===== src/rtl/traffic_pkg.sv =====
// Shared intersection-controller codes plus the time-to-digit split used by the display driver.
package traffic_pkg;

  localparam logic [2:0] ST_GR = 3'd3;
  localparam logic [2:0] ST_YR = 3'd4;
  localparam logic [2:0] ST_RG = 3'd5;
  localparam logic [2:0] ST_RY = 3'd6;

  localparam logic [6:0] NO_TIME = 7'h7F;

  localparam logic [3:0] DIG_DASH  = 4'hA;
  localparam logic [3:0] DIG_BLANK = 4'hF;

  localparam logic [2:0] LAMP_RED    = 3'b100;
  localparam logic [2:0] LAMP_YELLOW = 3'b010;
  localparam logic [2:0] LAMP_GREEN  = 3'b001;
  localparam logic [2:0] LAMP_OFF    = 3'b000;

  typedef struct packed {
    logic [3:0] tens;
    logic [3:0] ones;
  } digit_pair_t;

  // Values above 99 saturate; a zero tens digit is blanked so 0..9 show as " n".
  function automatic digit_pair_t time_to_digits(input logic [6:0] t);
    digit_pair_t d;
    logic [6:0]  v;
    logic [3:0]  tens;
    v    = (t >= 7'd100) ? 7'd99 : t;
    tens = 4'(v / 7'd10);
    if (t == NO_TIME) begin
      d.tens = DIG_DASH;
      d.ones = DIG_DASH;
    end else begin
      d.tens = (tens == 4'd0) ? DIG_BLANK : tens;
      d.ones = 4'(v % 7'd10);
    end
    return d;
  endfunction

endpackage


===== src/rtl/light_display_driver_if.sv =====
// Controller-to-display bundle: state/time inputs and lamp/segment outputs.
interface light_display_driver_if;
  logic [2:0] state;
  logic [6:0] timeLane1;
  logic [6:0] timeLane2;
  logic [2:0] lamp1;
  logic [2:0] lamp2;
  logic [6:0] seg;
  logic [3:0] digitEn;

  modport master (
    output state, timeLane1, timeLane2,
    input  lamp1, lamp2, seg, digitEn
  );

  modport slave (
    input  state, timeLane1, timeLane2,
    output lamp1, lamp2, seg, digitEn
  );
endinterface


===== src/rtl/seg7_encoder.sv =====
// Digit code to active-high segments {g,f,e,d,c,b,a}; unknown codes go dark.
module seg7_encoder
  import traffic_pkg::*;
(
  input  logic [3:0] i_digit,
  output logic [6:0] o_seg
);

  // digit code lookup
  always_comb begin
    o_seg = 7'h00;
    case (i_digit)
      4'd0:      o_seg = 7'h3F;
      4'd1:      o_seg = 7'h06;
      4'd2:      o_seg = 7'h5B;
      4'd3:      o_seg = 7'h4F;
      4'd4:      o_seg = 7'h66;
      4'd5:      o_seg = 7'h6D;
      4'd6:      o_seg = 7'h7D;
      4'd7:      o_seg = 7'h07;
      4'd8:      o_seg = 7'h7F;
      4'd9:      o_seg = 7'h6F;
      DIG_DASH:  o_seg = 7'h40;
      DIG_BLANK: o_seg = 7'h00;
      default:   o_seg = 7'h00;
    endcase
  end

endmodule


===== src/rtl/light_display_driver.sv =====
// Lamp decode and 4-digit multiplexed countdown display for the intersection controller.
module light_display_driver
  import traffic_pkg::*;
#(
  parameter int SCAN_DIV       = 50000,
  parameter int BLINK_DIV      = 25000000,
  parameter bit SEG_ACTIVE_LOW = 1'b1
) (
  input logic clk,
  input logic reset,
  light_display_driver_if.slave bus
);

  localparam int SCAN_W  = (SCAN_DIV > 1) ? $clog2(SCAN_DIV) : 1;
  localparam int BLINK_W = (BLINK_DIV > 1) ? $clog2(BLINK_DIV) : 1;
  localparam logic [SCAN_W-1:0]  SCAN_LAST  = SCAN_W'(SCAN_DIV - 1);
  localparam logic [BLINK_W-1:0] BLINK_LAST = BLINK_W'(BLINK_DIV - 1);
  localparam logic [6:0] SEG_IDLE = SEG_ACTIVE_LOW ? 7'h7F : 7'h00;
  localparam logic [3:0] DEN_IDLE = SEG_ACTIVE_LOW ? 4'hF : 4'h0;

  logic [2:0]         r_state_q;
  logic [SCAN_W-1:0]  r_scan_cnt;
  logic [1:0]         r_slot;
  logic [BLINK_W-1:0] r_blink_cnt;
  logic               r_blink_phase;
  logic [6:0]         r_time1;
  logic [6:0]         r_time2;
  logic [2:0]         r_lamp1;
  logic [2:0]         r_lamp2;
  logic [6:0]         r_seg;
  logic [3:0]         r_digit_en;

  logic        w_scan_wrap;
  logic        w_frame_wrap;
  logic        w_blink_wrap;
  logic        w_blink_phase_nxt;
  logic        w_fault_q;
  logic [2:0]  w_lamp1_nxt;
  logic [2:0]  w_lamp2_nxt;
  logic [3:0]  w_digit;
  logic [6:0]  w_seg_raw;
  logic [6:0]  w_seg_drv;
  logic [3:0]  w_den_drv;
  digit_pair_t w_pair1;
  digit_pair_t w_pair2;

  assign w_scan_wrap       = (r_scan_cnt == SCAN_LAST);
  assign w_frame_wrap      = w_scan_wrap && (r_slot == 2'd3);
  assign w_blink_wrap      = (r_blink_cnt == BLINK_LAST);
  assign w_blink_phase_nxt = r_blink_phase ^ w_blink_wrap;
  assign w_pair1           = time_to_digits(r_time1);
  assign w_pair2           = time_to_digits(r_time2);

  // Lamps are registered from the live state so they equal a decode of stateQ.
  always_comb begin
    w_lamp1_nxt = LAMP_OFF;
    w_lamp2_nxt = LAMP_OFF;
    case (bus.state)
      ST_GR:   begin w_lamp1_nxt = LAMP_GREEN;  w_lamp2_nxt = LAMP_RED;    end
      ST_YR:   begin w_lamp1_nxt = LAMP_YELLOW; w_lamp2_nxt = LAMP_RED;    end
      ST_RG:   begin w_lamp1_nxt = LAMP_RED;    w_lamp2_nxt = LAMP_GREEN;  end
      ST_RY:   begin w_lamp1_nxt = LAMP_RED;    w_lamp2_nxt = LAMP_YELLOW; end
      default: begin
        w_lamp1_nxt = w_blink_phase_nxt ? LAMP_YELLOW : LAMP_OFF;
        w_lamp2_nxt = w_blink_phase_nxt ? LAMP_YELLOW : LAMP_OFF;
      end
    endcase
  end

  // fault flag from the registered state
  always_comb begin
    w_fault_q = 1'b1;
    case (r_state_q)
      ST_GR, ST_YR, ST_RG, ST_RY: w_fault_q = 1'b0;
      default:                    w_fault_q = 1'b1;
    endcase
  end

  // digit code for the current slot
  always_comb begin
    w_digit = DIG_BLANK;
    if (w_fault_q) begin
      w_digit = DIG_DASH;
    end else begin
      case (r_slot)
        2'd0:    w_digit = w_pair1.tens;
        2'd1:    w_digit = w_pair1.ones;
        2'd2:    w_digit = w_pair2.tens;
        2'd3:    w_digit = w_pair2.ones;
        default: w_digit = DIG_BLANK;
      endcase
    end
  end

  seg7_encoder u_seg7 (
    .i_digit (w_digit),
    .o_seg   (w_seg_raw)
  );

  assign w_seg_drv = SEG_ACTIVE_LOW ? ~w_seg_raw : w_seg_raw;
  assign w_den_drv = SEG_ACTIVE_LOW ? ~(4'b0001 << r_slot) : (4'b0001 << r_slot);

  // Scan/blink counters; times are latched only at a frame boundary to avoid tearing.
  always_ff @(posedge clk or negedge reset) begin
    if (!reset) begin
      r_state_q     <= 3'd0;
      r_scan_cnt    <= '0;
      r_slot        <= 2'd0;
      r_blink_cnt   <= '0;
      r_blink_phase <= 1'b0;
      r_time1       <= NO_TIME;
      r_time2       <= NO_TIME;
    end else begin
      r_state_q     <= bus.state;
      r_scan_cnt    <= w_scan_wrap ? '0 : r_scan_cnt + 1'b1;
      r_slot        <= w_scan_wrap ? r_slot + 2'd1 : r_slot;
      r_blink_cnt   <= w_blink_wrap ? '0 : r_blink_cnt + 1'b1;
      r_blink_phase <= w_blink_phase_nxt;
      if (w_frame_wrap) begin
        r_time1 <= bus.timeLane1;
        r_time2 <= bus.timeLane2;
      end
    end
  end

  // output registers; seg and digitEn share an edge so they always align
  always_ff @(posedge clk or negedge reset) begin
    if (!reset) begin
      r_lamp1    <= LAMP_OFF;
      r_lamp2    <= LAMP_OFF;
      r_seg      <= SEG_IDLE;
      r_digit_en <= DEN_IDLE;
    end else begin
      r_lamp1    <= w_lamp1_nxt;
      r_lamp2    <= w_lamp2_nxt;
      r_seg      <= w_seg_drv;
      r_digit_en <= w_den_drv;
    end
  end

  assign bus.lamp1   = r_lamp1;
  assign bus.lamp2   = r_lamp2;
  assign bus.seg     = r_seg;
  assign bus.digitEn = r_digit_en;

endmodule


===== src/flat_wrapper.sv =====
// flat-port wrapper written by rule: the top's interface ports become plain ports
module light_display_driver_flat import traffic_pkg::*;
#(
  parameter int SCAN_DIV       = 50000,
  parameter int BLINK_DIV      = 25000000,
  parameter bit SEG_ACTIVE_LOW = 1'b1
)
  (clk, reset, bus_state, bus_timeLane1, bus_timeLane2, bus_lamp1, bus_lamp2, bus_seg, bus_digitEn);
  light_display_driver_if bus_i ();
  input logic clk;
  input logic reset;
  input wire logic [$bits(bus_i.state)-1:0] bus_state;
  input wire logic [$bits(bus_i.timeLane1)-1:0] bus_timeLane1;
  input wire logic [$bits(bus_i.timeLane2)-1:0] bus_timeLane2;
  output wire logic [$bits(bus_i.lamp1)-1:0] bus_lamp1;
  output wire logic [$bits(bus_i.lamp2)-1:0] bus_lamp2;
  output wire logic [$bits(bus_i.seg)-1:0] bus_seg;
  output wire logic [$bits(bus_i.digitEn)-1:0] bus_digitEn;
  assign bus_i.state = bus_state;
  assign bus_i.timeLane1 = bus_timeLane1;
  assign bus_i.timeLane2 = bus_timeLane2;
  assign bus_lamp1 = bus_i.lamp1;
  assign bus_lamp2 = bus_i.lamp2;
  assign bus_seg = bus_i.seg;
  assign bus_digitEn = bus_i.digitEn;
  light_display_driver #(.SCAN_DIV(SCAN_DIV), .BLINK_DIV(BLINK_DIV), .SEG_ACTIVE_LOW(SEG_ACTIVE_LOW)) u_core (.clk(clk), .reset(reset), .bus(bus_i));
endmodule

===== config.mk =====
export PLATFORM = sky130hd
export DESIGN_NAME = light_display_driver_flat
export DESIGN_NICKNAME = d
export VERILOG_FILES = /design/src/rtl/traffic_pkg.sv /design/src/rtl/light_display_driver_if.sv /design/src/rtl/seg7_encoder.sv /design/src/rtl/light_display_driver.sv /design/src/flat_wrapper.sv
export SDC_FILE = /design/constraint.sdc
export NUM_CORES = 1
export LEC_CHECK = 0
export ABC_AREA = 1
export CAP_MARGIN = 0
export CELL_PAD_IN_SITES_DETAIL_PLACEMENT = 0
export CELL_PAD_IN_SITES_GLOBAL_PLACEMENT = 1
export CORE_MARGIN = 2
export CORE_UTILIZATION = 40
export CTS_BUF_LIST = sky130_fd_sc_hd__clkbuf_8
export DETAILED_ROUTE_END_ITERATION = 8
export PLACE_DENSITY_LB_ADDON = 0.12
export SLEW_MARGIN = 20
export SYNTH_ARGS = -nofsm -noshare
export SYNTH_HDL_FRONTEND = slang
export SYNTH_SLANG_ARGS = --single-unit

===== constraint.sdc =====
create_clock -name clk -period 9.5 [get_ports clk]
set_input_delay 1.9 -clock clk [delete_from_list [all_inputs] [get_ports clk]]
set_output_delay 1.9 -clock clk [all_outputs]
set_load 0.02 [all_outputs]

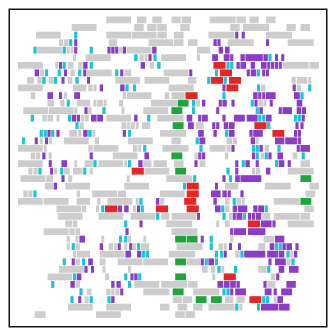
(run_1/gate_families.png)
- purple: NAND gates (cells 219; most used nand2_1; where widely spread)
- red: adder and majority cells (cells 18; most used ha_1)
- green: multiplexers (cells 14; most used mux2_2)
- cyan: inverters (cells 120; most used inv_1; where widely spread)
fin cells: 803
Commonest Layout Cell: nand2_1

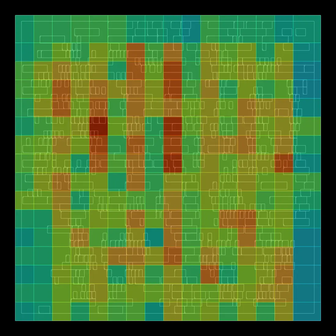
(run_1/final_congestion.png)
met3 usage: 3.56%
fin util: 46.4%
met1 usage: 21.5%
total track usage: 16.6%
routing usage on met2: 27.6%

==> results_dict.tcl, run 1 <==
# flow metrics
set metrics [dict create \
    fin_crit_sh_pct 44.9 \
    p_comb_share_pct 23.4 \
    via_per_inst 4.80 \
    ys_chip_area_sq_um 4820 \
    end_kind "flip-flop" \
    internal_power_uw 504 \
    yosys.area.top_type "dfrtp_1" \
    finalPower_uw 733 \
    grt_pass1_vias 3849 \
    yosys_cells 607 \
    cts_max_level 3 \
    core_sq_um 11900 \
    clk_pin_slew_ps 80 \
    synth_cells 607 \
    cts_tree "done" \
    sw_frac_of_total_pct 31.2 \
    rows 40 \
    logic_gates 407 \
    synth_flop_count 78 \
    slew_headroom_pct 39.8 \
    final_cell_mix "123 x nand2_1, 115 x inv_1, 62 x nor2_1" \
    final_area_sq_um 5500 \
    synth-async-reset-ratio_pct 100 \
    power.density_nw_per_um2 133 \
    hold_end "u_core.r_blink_cnt[0]$_DFF_PN0_" \
    fp_util_pct 40.6 \
    dp_slack_ps 5210 \
    grt_antenna_before_repair 0 \
    synth_top_cell_by_count "nand2_1" \
    ant_nets 0 \
    path_depth 31 \
    holdWs_ps 464 \
    cts_resized 0 \
    hold_buffers 0 \
    sh_comb_area_pct 43.2 \
    grt_pass1_wl_mm 17.3 \
    crit_fanout 5 \
    p_clk_uw 206 \
    regArea_sq_um 1980 \
    fin_tns_setup_ps 0 \
    route.met2.wl_mm 4.66 \
    hp-start "u_core.r_blink_cnt[0]$_DFF_PN0_" \
    syn_to_final_growth_pct 14.2 \
    logic_area_sq_um 2380 \
    num_antenna_cells 0 \
    tap_cells 147 \
    critPathTopFamily "simple AND/OR/NAND/NOR gates" \
    topRoutingLayerUsed "met4" \
    finalHoldViolCount 0 \
    dominant_cells "combinational gates" \
    worstHoldPathType "reg -> reg" \
    critPathBufInv 3 \
    startpoint_type "flip-flop" \
    reg.largest.list "u_core.r_blink_cnt: 25 flops, u_core.r_scan_cnt: 16 flops" \
    simple_gate_share_pct 33.0 \
    clk_share_pct 2.80 \
    met1_length_mm 4.65 \
    drt_first_pass_iters 4 \
    grt_max_degree 79 \
    netlist-cell-type-count 40 \
    clockRootBuffer "clkbuf_8" \
    wire_per_inst_um 12.0 \
    drc 0 \
    power_leader "sequential cells" \
    outcome "completed" \
    slowest_delay_ps 580 \
    nonClockInverterCount 120 \
    startpoint "u_core.r_time2[6]$_DFFE_PN1P_" \
    p_comb_uw 172 \
    ir_drop_mv 0.0668 \
    finalCriticalPeriod_ps 4260 \
    dp_cells 787 \
    syn_avg_cell_area_sq_um 7.94 \
    topCellsByArea "dfrtp_1 28%, dfstp_2 14%, nand2_1 9.6%, inv_1 8.6%, nor2_1 4.8%" \
    topCombFamilyByArea "simple AND/OR/NAND/NOR gates" \
    final-nonclk-buf-share_pct 6.39 \
    ys_sh_xor_pct 1.82 \
    clock-sinks 78 \
    ff_type "dfrtp_1" \
    cts_buffers 9 \
    num-nonclk-buffers 35 \
    cts_buffer_depth 2 \
    clkLatencyLatePin_ps 360 \
    leakagePower_nw 2.74 \
    cpMostUsedCell "nand2_1" \
    edf_count 0 \
    top_cell_area_share_pct 27.5 \
    dr_wl_met3_um 201 \
    synth_area_sq_um 4820 \
    fin_nets 688 \
    gp_congestion 0.779 \
    fin_skew_ps 16.6 \
    chipArea_sq_um 12900 \
    portBuffers 35 \
    dp_hpwl_mm 7.49 \
    rsz0062_at_grt "no" \
    regMostFlops "u_core.r_blink_cnt" \
    syn-num-nets 644 \
]
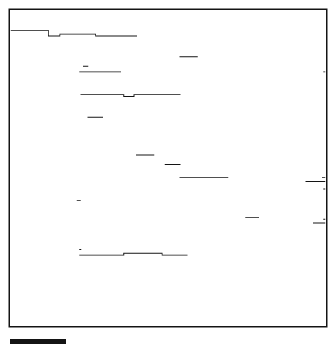
(run_1/met3.png)
Scale bar: 20 um.
- main direction: horizontal
- wire length on this layer: 201 um
- share of all routed wire: 2.1%
- nets with wire on the layer: 11

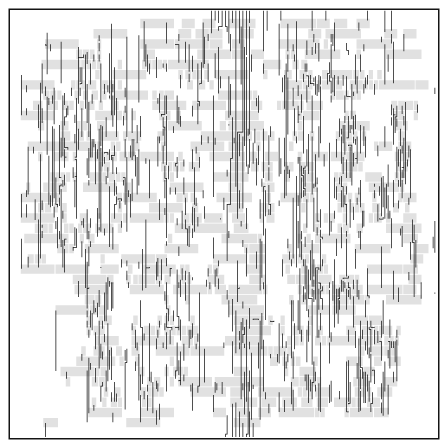
(run_1/met2.png)
Cells faint in the background.
- main direction: vertical
- share of all routed wire: 48%
total wire length: 9.66 mm
detailed-route via count: 3,851

==> run 1 -> run 2 <==
clock period = 3.85 ns   (was 9.5 ns; I/O delays follow)
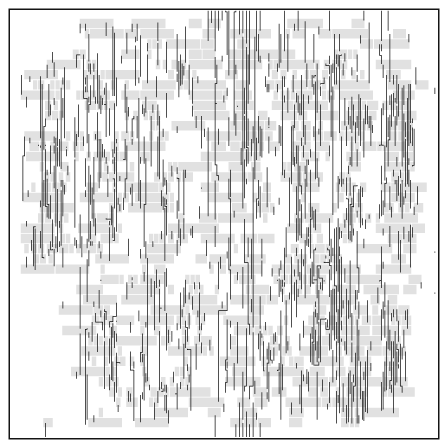
(run_2/met2.png)
Cells faint in the background.
routing usage on met2: 27.9%
detailed-route via count: 4,005
total wire length: 10.4 mm

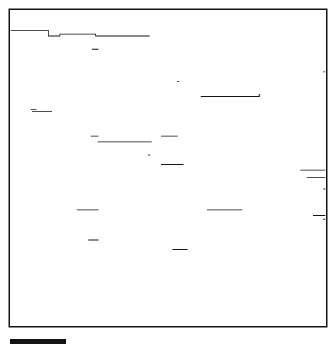
(run_2/met3.png)
Scale bar: 20 um.
- wire length on this layer: 170 um
- longest straight run: 20.9 um

==> run 2 against run 1 <==
Effect of this change:
- critical path depth down 2
- final cell count up 5.0%
- register-to-register slack lost 5100 ps
- combinational power went up to 3.4 times the previous value
- critical endpoint unchanged
- largest power group unchanged
==> results_dict.tcl, run 2 <==
# flow metrics
set metrics [dict create \
    outcome "completed" \
    p_comb_share_pct 26.9 \
    yosys_cells 607 \
    hold_buffers 0 \
    critPathBufInv 3 \
    utilization_pct 52.3 \
    syn-num-nets 644 \
    final-nonclk-buf-share_pct 11.0 \
    wire_per_inst_um 12.3 \
    fin_tns_setup_ps 0 \
    topCombFamilyByArea "simple AND/OR/NAND/NOR gates" \
    p_comb_uw 592 \
    ys_sh_aoi_pct 6.52 \
    chipArea_sq_um 12900 \
    grt_pass1_wl_mm 17.4 \
    ys_chip_area_sq_um 4820 \
    path_depth 29 \
    synth_area_sq_um 4820 \
    startpoint_type "flip-flop" \
    syn_to_final_growth_pct 28.7 \
    synth_cells 607 \
    topRoutingLayerUsed "met4" \
    fin_nets 728 \
    gp_congestion 0.834 \
    dp_hpwl_mm 7.66 \
    critPathTopFamily "simple AND/OR/NAND/NOR gates" \
    tap_cells 147 \
    nonClockInverterCount 120 \
    worstHoldPathType "in -> async" \
    grt_pass1_vias 3853 \
    logic_gates 407 \
    finalHoldViolCount 0 \
    crit_fanout 4 \
    core_sq_um 11900 \
    clk_share_pct 3.87 \
    cts_buffer_depth 2 \
    slew_headroom_pct 49.2 \
    regMostFlops "u_core.r_blink_cnt" \
    rsz0062_at_grt "yes" \
    power.density_nw_per_um2 355 \
    finalCriticalPeriod_ps 3690 \
    sh_comb_area_pct 42.9 \
    dp_slack_ps -107 \
    grt_antenna_before_repair 0 \
    clock-sinks 78 \
    fin_skew_ps 14.8 \
    use_met1_pct 21.8 \
    met1_length_mm 4.96 \
    leakagePower_nw 3.00 \
    route.met2.wl_mm 5.10 \
    syn_avg_cell_area_sq_um 7.94 \
    ff_type "dfrtp_1" \
    end_kind "flip-flop" \
    portBuffers 35 \
    startpoint "u_core.r_time2[5]$_DFFE_PN1P_" \
    fin_crit_sh_pct 95.9 \
    slowest_delay_ps 560 \
    p_clk_uw 738 \
    dr_wl_met3_um 170 \
    internal_power_mw 1.57 \
    grt_usage_pct 16.6 \
    top_cell_area_share_pct 27.5 \
    power_leader "sequential cells" \
    edf_count 0 \
    ys_sh_xor_pct 1.82 \
    synth-async-reset-ratio_pct 100 \
    grt_use_met3_pct 2.44 \
    clk_pin_slew_ps 80 \
    num_antenna_cells 0 \
    regArea_sq_um 1980 \
    logic_area_sq_um 2660 \
    drt_first_pass_iters 4 \
    grt_max_degree 79 \
    final_cell_mix "105 x inv_1, 105 x nand2_1, 61 x nor2_1" \
    dominant_cells "combinational gates" \
    stdcell_count 843 \
    ir_drop_mv 0.161 \
    final_area_sq_um 6200 \
    drc 0 \
    fp_util_pct 40.6 \
    yosys.area.top_type "dfrtp_1" \
    netlist-cell-type-count 40 \
    num-nonclk-buffers 75 \
    synth_flop_count 78 \
    simple_gate_share_pct 33.0 \
    cts_buffers 9 \
]
==> run 2 -> run 3 <==
PLACE_DENSITY = 0.81   (was default)
PLACE_DENSITY_LB_ADDON = default   (was 0.12)
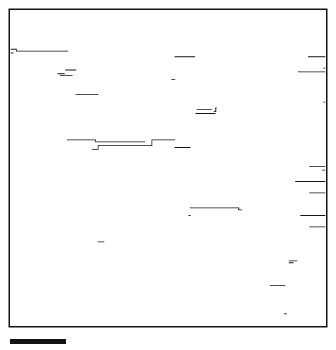
(run_3/met3.png)
Scale bar: 20 um.
total wire length: 10.7 mm
met3 usage: 3.08%
detailed-route via count: 4,113

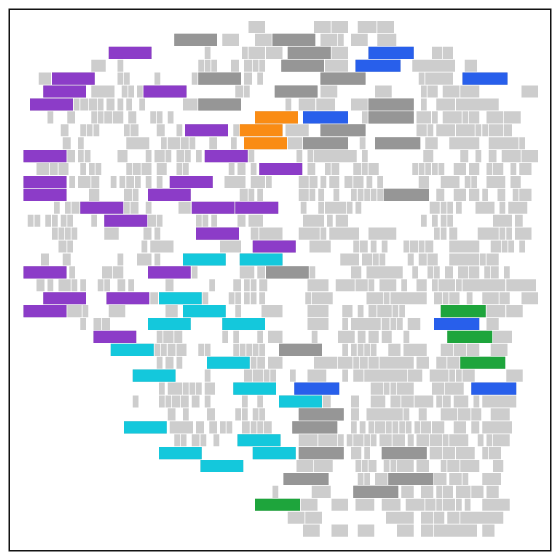
(run_3/registers.png)
Other sequential cells in the stronger grey, the rest of the logic in the fainter grey.
- purple: u_core.r_blink_cnt (flops 25)
- blue: u_core.r_time1 (flops 7)
- cyan: u_core.r_scan_cnt (flops 16)
- orange: u_core.r_state_q (flops 3)
- green: u_core.bus.digitEn (flops 4)

==> run 3 against run 2 <==
Effect of this change:
- core utilization shrank 0.18 points
- combinational power is essentially flat
- worst setup slack lost 53 ps
- fmax shrank 1.4%
- register-to-register slack lost 50 ps
- flip-flop count is the same
- global-route usage grew 0.32 points
- die area is the same
- power shrank 8.6%
==> results_dict.tcl, run 3 <==
# flow metrics
set metrics [dict create \
    cts_buffers 9 \
    dp_hpwl_mm 7.51 \
    rsz0062_at_grt "yes" \
    logic_gates 407 \
    core_sq_um 11900 \
    clockRootBuffer "clkbuf_8" \
    hp-start "u_core.r_scan_cnt[0]$_DFF_PN0_" \
    syn-num-nets 644 \
    dp_slack_ps -129 \
    synth-async-reset-ratio_pct 100 \
    ff_type "dfrtp_1" \
    clock_power_share_pct 26.9 \
    route.met2.wl_mm 5.49 \
    yosys.area.top_type "dfrtp_1" \
    dominant_cells "combinational gates" \
    cts_buffer_depth 2 \
    clock-sinks 78 \
    use_met2_pct 30.1 \
    fin_tns_setup_ps 0 \
    worstHoldPathType "reg -> reg" \
    hold_buffers 0 \
    clkLatencyLatePin_ps 360 \
    drt_first_pass_iters 4 \
    met1_length_mm 4.85 \
    slew_headroom_pct 34.3 \
    num-nonclk-buffers 83 \
    grt_pass1_wl_mm 17.7 \
    power.density_nw_per_um2 326 \
    fin_skew_ps 12.6 \
    gp_congestion 0.830 \
    crit_fanout 4 \
    cts_tree "done" \
    sw_frac_of_total_pct 32.8 \
    hold_end "u_core.r_scan_cnt[0]$_DFF_PN0_" \
    drt-initial-drc-count 192 \
    synth_cells 607 \
    ir_drop_mv 0.281 \
    num_antenna_cells 0 \
    grt_antenna_before_repair 0 \
    clk_share_pct 2.71 \
    startpoint "u_core.r_time2[5]$_DFFE_PN1P_" \
    grt_max_degree 79 \
    use_met1_pct 20.7 \
    grt_pass1_vias 4022 \
    cts_resized 7 \
    yosys_cells 607 \
    topCellsByArea "dfrtp_1 28%, dfstp_2 14%, nand2_1 9.6%, inv_1 8.6%, nor2_1 4.8%" \
    fin_nets 736 \
    top_cell_area_share_pct 27.5 \
    final-nonclk-buf-share_pct 11.6 \
    grt_usage_pct 16.9 \
    drc 0 \
    syn_to_final_growth_pct 28.3 \
    simple_gate_share_pct 33.0 \
    ys_sh_aoi_pct 6.52 \
    path_depth 29 \
    wire_per_inst_um 12.6 \
    outcome "completed" \
    syn_avg_cell_area_sq_um 7.94 \
    slowest_delay_ps 560 \
    lay_top_count "nand2_1" \
    dp_cells 799 \
    finalCriticalPeriod_ps 3740 \
    critPathBufInv 3 \
    finalPower_mw 2.01 \
    portBuffers 35 \
    internal_power_mw 1.35 \
    topCombFamilyByArea "simple AND/OR/NAND/NOR gates" \
    dr_wl_met3_um 213 \
    regMostFlops "u_core.r_blink_cnt" \
    reg.largest.list "u_core.r_blink_cnt: 25 flops, u_core.r_scan_cnt: 16 flops" \
    synth_top_cell_by_count "nand2_1" \
    holdWs_ps 465 \
    chipArea_sq_um 12900 \
    final_cell_mix "107 x nand2_1, 102 x inv_1, 61 x nor2_1" \
    finalHoldViolCount 0 \
    p_comb_share_pct 29.5 \
    nonClockInverterCount 120 \
    fp_util_pct 40.6 \
    end_kind "flip-flop" \
    ant_nets 0 \
    cts_max_level 3 \
    netlist-cell-type-count 40 \
    ys_sh_xor_pct 1.82 \
    startpoint_type "flip-flop" \
    critPathTopFamily "simple AND/OR/NAND/NOR gates" \
    fin_crit_sh_pct 97.3 \
    p_clk_uw 541 \
    via_per_inst 4.83 \
    topRoutingLayerUsed "met4" \
    edf_count 0 \
]
Power and IR drop assume default switching activity.
